==> src/rtl/issue_window_sched.sv <==
// 8-entry issue window: holds renamed micro-ops until both sources are ready,
// then issues the oldest ready one through a registered valid/ready stage.
module issue_window_sched #(
  parameter int ENTRIES   = 8,
  parameter int IDX_W     = 3,
  parameter int TAG_W     = 6,
  parameter int PAYLOAD_W = 32
) (
  input  logic                 clk,
  input  logic                 rst_n,
  input  logic                 flush,
  input  logic                 alloc_valid,
  output logic                 alloc_ready,
  input  logic [TAG_W-1:0]     alloc_src1_tag,
  input  logic                 alloc_src1_rdy,
  input  logic [TAG_W-1:0]     alloc_src2_tag,
  input  logic                 alloc_src2_rdy,
  input  logic [PAYLOAD_W-1:0] alloc_payload,
  input  logic                 wake0_valid,
  input  logic [TAG_W-1:0]     wake0_tag,
  input  logic                 wake1_valid,
  input  logic [TAG_W-1:0]     wake1_tag,
  output logic                 iss_valid,
  input  logic                 iss_ready,
  output logic [PAYLOAD_W-1:0] iss_payload,
  output logic [IDX_W-1:0]     iss_index,
  output logic [3:0]           count
);

  localparam logic [3:0] FULL_CNT = 4'(ENTRIES);

  logic [ENTRIES-1:0]                valid_q, valid_d, rdy1_q, rdy1_d, rdy2_q, rdy2_d;
  logic [ENTRIES-1:0][TAG_W-1:0]     tag1_q, tag1_d, tag2_q, tag2_d;
  logic [ENTRIES-1:0][IDX_W-1:0]     age_q, age_d;
  logic [ENTRIES-1:0][PAYLOAD_W-1:0] payload_q, payload_d;
  logic [3:0]                        count_q, count_d;
  logic                              iss_valid_q, iss_valid_d;
  logic [PAYLOAD_W-1:0]              iss_payload_q, iss_payload_d;
  logic [IDX_W-1:0]                  iss_index_q, iss_index_d;

  logic             grant_s, free_found_s, load_en_s, alloc_fire_s;
  logic [IDX_W-1:0] sel_idx_s, sel_age_s, free_idx_s, new_age_s;
  logic             new_rdy1_s, new_rdy2_s;

  function automatic logic tag_hit(input logic [TAG_W-1:0] tag,
                                   input logic v0, input logic [TAG_W-1:0] t0,
                                   input logic v1, input logic [TAG_W-1:0] t1);
    return (v0 && (t0 == tag)) || (v1 && (t1 == tag));
  endfunction

  assign alloc_ready  = (count_q < FULL_CNT) && !flush;
  assign alloc_fire_s = alloc_valid && alloc_ready;
  assign load_en_s    = grant_s && (!iss_valid_q || iss_ready);
  assign new_age_s    = IDX_W'(count_q - {3'b000, load_en_s});
  assign new_rdy1_s   = alloc_src1_rdy || tag_hit(alloc_src1_tag, wake0_valid, wake0_tag, wake1_valid, wake1_tag);
  assign new_rdy2_s   = alloc_src2_rdy || tag_hit(alloc_src2_tag, wake0_valid, wake0_tag, wake1_valid, wake1_tag);

  assign iss_valid   = iss_valid_q;
  assign iss_payload = iss_payload_q;
  assign iss_index   = iss_index_q;
  assign count       = count_q;

  // Oldest-ready select (strict compare keeps the lower index on a tie) and lowest free slot
  always_comb begin
    grant_s      = 1'b0;
    sel_idx_s    = '0;
    sel_age_s    = '0;
    free_found_s = 1'b0;
    free_idx_s   = '0;
    for (int i = 0; i < ENTRIES; i++) begin
      logic take_sel, take_free;
      take_sel     = valid_q[i] && rdy1_q[i] && rdy2_q[i] && (!grant_s || (age_q[i] < sel_age_s));
      sel_idx_s    = take_sel ? IDX_W'(i) : sel_idx_s;
      sel_age_s    = take_sel ? age_q[i] : sel_age_s;
      grant_s      = grant_s || take_sel;
      take_free    = !valid_q[i] && !free_found_s;
      free_idx_s   = take_free ? IDX_W'(i) : free_idx_s;
      free_found_s = free_found_s || take_free;
    end
  end

  // Next-state: wakeup, issue removal with age compaction, allocation, issue register, flush
  always_comb begin
    valid_d       = valid_q;
    rdy1_d        = rdy1_q;
    rdy2_d        = rdy2_q;
    tag1_d        = tag1_q;
    tag2_d        = tag2_q;
    age_d         = age_q;
    payload_d     = payload_q;
    count_d       = count_q;
    iss_valid_d   = iss_valid_q;
    iss_payload_d = iss_payload_q;
    iss_index_d   = iss_index_q;

    for (int i = 0; i < ENTRIES; i++) begin
      logic alloc_here, issued_here, older_gone;
      alloc_here   = alloc_fire_s && (free_idx_s == IDX_W'(i));
      issued_here  = load_en_s && (sel_idx_s == IDX_W'(i));
      older_gone   = load_en_s && valid_q[i] && (age_q[i] > sel_age_s);
      valid_d[i]   = alloc_here || (valid_q[i] && !issued_here);
      rdy1_d[i]    = alloc_here ? new_rdy1_s :
                     (rdy1_q[i] || (valid_q[i] && tag_hit(tag1_q[i], wake0_valid, wake0_tag, wake1_valid, wake1_tag)));
      rdy2_d[i]    = alloc_here ? new_rdy2_s :
                     (rdy2_q[i] || (valid_q[i] && tag_hit(tag2_q[i], wake0_valid, wake0_tag, wake1_valid, wake1_tag)));
      tag1_d[i]    = alloc_here ? alloc_src1_tag : tag1_q[i];
      tag2_d[i]    = alloc_here ? alloc_src2_tag : tag2_q[i];
      payload_d[i] = alloc_here ? alloc_payload : payload_q[i];
      age_d[i]     = alloc_here ? new_age_s : (older_gone ? age_q[i] - IDX_W'(1) : age_q[i]);
    end

    if (load_en_s) begin
      iss_valid_d   = 1'b1;
      iss_payload_d = payload_q[sel_idx_s];
      iss_index_d   = sel_idx_s;
    end else if (iss_ready) begin
      iss_valid_d = 1'b0;
    end else begin
      iss_valid_d = iss_valid_q;
    end

    if (flush) begin
      valid_d     = '0;
      count_d     = 4'd0;
      iss_valid_d = 1'b0;
    end else begin
      count_d = count_q + {3'b000, alloc_fire_s} - {3'b000, load_en_s};
    end
  end

  // State registers
  always_ff @(posedge clk or negedge rst_n) begin
    if (!rst_n) begin
      valid_q       <= '0;
      rdy1_q        <= '0;
      rdy2_q        <= '0;
      tag1_q        <= '0;
      tag2_q        <= '0;
      age_q         <= '0;
      payload_q     <= '0;
      count_q       <= 4'd0;
      iss_valid_q   <= 1'b0;
      iss_payload_q <= '0;
      iss_index_q   <= '0;
    end else begin
      valid_q       <= valid_d;
      rdy1_q        <= rdy1_d;
      rdy2_q        <= rdy2_d;
      tag1_q        <= tag1_d;
      tag2_q        <= tag2_d;
      age_q         <= age_d;
      payload_q     <= payload_d;
      count_q       <= count_d;
      iss_valid_q   <= iss_valid_d;
      iss_payload_q <= iss_payload_d;
      iss_index_q   <= iss_index_d;
    end
  end

endmodule

==> config.mk <==
export PLATFORM = sky130hd
export DESIGN_NAME = issue_window_sched
export DESIGN_NICKNAME = d
export VERILOG_FILES = /design/src/rtl/issue_window_sched.sv
export SDC_FILE = /design/constraint.sdc
export NUM_CORES = 1
export LEC_CHECK = 0
export CORE_MARGIN = 2
export CORE_UTILIZATION = 41
export CTS_CLUSTER_DIAMETER = 50
export CTS_CLUSTER_SIZE = 12
export DETAILED_ROUTE_END_ITERATION = 7
export PLACE_DENSITY_LB_ADDON = 0.12
export SYNTH_ARGS = -nofsm -noshare
export SYNTH_HDL_FRONTEND = slang
export SYNTH_SLANG_ARGS = --single-unit
==> constraint.sdc <==
create_clock -name clk -period 23.3 [get_ports clk]
set_input_delay 3.495 -clock clk [delete_from_list [all_inputs] [get_ports clk]]
set_output_delay 3.495 -clock clk [all_outputs]
set_load 0.02 [all_outputs]
Fig. 1: signal wires on met1
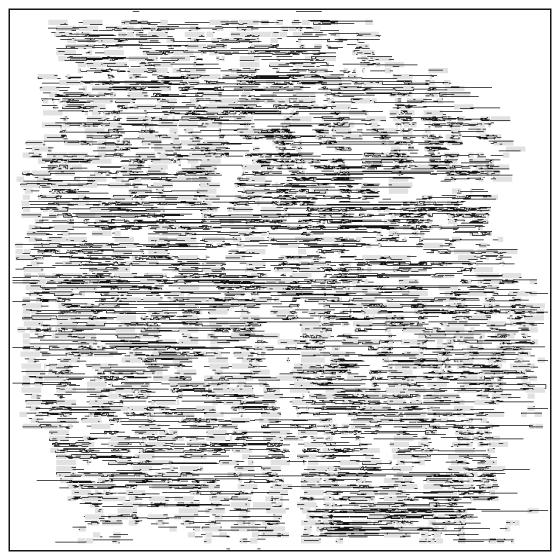
wire length on this layer: 31.0 mm
nets with wire on the layer: 2267
main direction: horizontal
share of all routed wire: 45%
met1 Use GR: 31.1%
overall via count from detail_route: 17400
final wirelength: 68.3 mm

Fig. 2: M2 wires
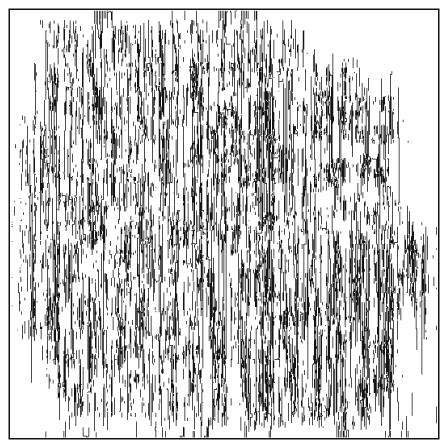
longest straight run: 109 µm
main direction: vertical
share of all routed wire: 47%
wire length on this layer: 32.4 mm
met2 demand-to-capacity share in global routing: 38.3%

critical path: cells and delay by family (launching register included):
family	cells	cell delay [ns]
buf+inv	3	0.61
flops	1	0.64
simple gates	16	3.39
mux	3	0.84
compound gates	24	5.28
fa+ha+maj	8	2.42
path summary, 6_finish.rpt:
check,start,to,depth (start not counted)
max reg2reg,valid_q[0],age_q[20],54
min reg2reg,payload_q[221],payload_q[221],2
max in group asynchronous,rst_n,payload_q[169],3
min,payload_q[221],payload_q[221],2
min in group asynchronous,rst_n,tag1_q[6],1
max,valid_q[0],age_q[20],54
sequential cells by signal (all words and copies together), names as in the netlist:
register / cells
age_q: 24
iss_index: 3
payload_q: 256
tag1_q: 48
count: 4
iss_payload: 32
iss_valid: 1
rdy2_q: 8
rdy1_q: 8
tag2_q: 48
valid_q: 8
==> ci_impl_report.md <==
## Synthesis and layout report

| Metric | Value |
|---|---|
| DRC | 0 |
| First-pass DRT Iterations | 5 |
| Average detailed-routed wire length per instance | 21.9 µm |
| Max power group | registers |
| Clock transition at path regs | 0.06 ns |
| Flop pwr share | 41.7% |
| Post-synthesis share of cell area spent on and-or and or-and gates | 10.1% |
| Number of DRC markers in iteration 0 | 991 |
| Final antenna diode count | 0 |
| Peak Freq | 75.2 MHz |
| Clock buffer count | 67 |
| Distinct cell type count after synthesis | 76 |
| Floorplan Nets | 2376 |
| XOR/XNOR share of the synthesized area | 8.56% |
| Total power draw | 2.29 mW |
| Non-clock buffer count in the final layout | 141 |
| Global placement routability congestion | 0.851 |
| Critical Path Max Stage Delay | 0.71 ns |
| Final design utilization | 48.3% |
| Count of clock tree sinks | 440 |
| Final Critical Period | 13.30 ns |
| Number of core rows | 87 |
| Number of buffers inserted by post-CTS setup repair | 0 |
| Synthesized area | 23500 µm² |
| Antenna violation net count after detailed routing | 0 |
| Cell types with the largest area share after synthesis | dfrtp_1 47%, mux2_2 14%, nand2_1 6.1% |
| Root Buffer Master | clkbuf_16 |
| Multiplexer share of the synthesized area | 16.3% |
| Chip area | 59300 µm² |
| Count of hold buffers inserted by post-cts repair | 0 |
| Height of the die | 244 µm |
| Seq area share | 40.3% |
| Slew of the pin with the lowest slew margin | 1.18 ns |
| Layout multi-input combinational cell count | 1639 |
| Placed cell areas | 25300 µm² |
| Sequential cell area | 11000 µm² |
| Data buffer area share | 4.84% |
| Max-slew headroom | 21.3% |
| Non-filler instance count after layout | 3113 |
| Combined global-route utilization of all metal layers | 23.2% |
| Post-route worst setup slack | 10.00 ns |
| Final Setup Violations | 0 |
| Critical path launch point type | flip-flop |
| Most common cell after layout, fill and taps aside | dfrtp_1 |
| Final worst clock skew | 0.0537 ns |
| Yosys adder share | 2.32% |
| Highest-delay cell along the critical path | a21oi_1 |
| Post-Synth Simple-Gate Area | 12.8% |
| Worst-path maximum fanout | 37 |
| Worst hold slack | 0.476 ns |
| Register bit count reported by yosys | 440 |
| Layer with the highest usage | met2 |
| GRT overflow | 0 |
| Layout area overhead | 16.1% |
| Clock tree buffer depth | 3 |
| RSZ-0062 raised after global routing | false |
| Core utilization at floorplan | 41.6% |
| Non-clock inverter instance count of the final layout | 35 |
| Number of buffers created by CTS | 58 |
| Critical path's most frequent cell | ha_1 |
| Metal-1 WL | 31.0 mm |
| Top-area cell share | 46.8% |
| Initial antenna violation count | 0 |
| Run status | finished clean |
| Kind of end point of the critical path | flip-flop |
| Clock distribution power | 0.935 mW |
| First-pass GRT wire length | 108 mm |
| Post-synth tally of flip-flops with integrated enable | 0 |
| Yosys Instances | 2268 |
| Count of final max-slew check failures | 0 |
| Highest routed metal layer | met4 |
| Portion of total power attributed to the clock network | 40.9% |
| Synth Warn # | 0 |
| Layout cells sized above 1 | 20.2% |
Power is estimated from default activity; no workload was simulated.
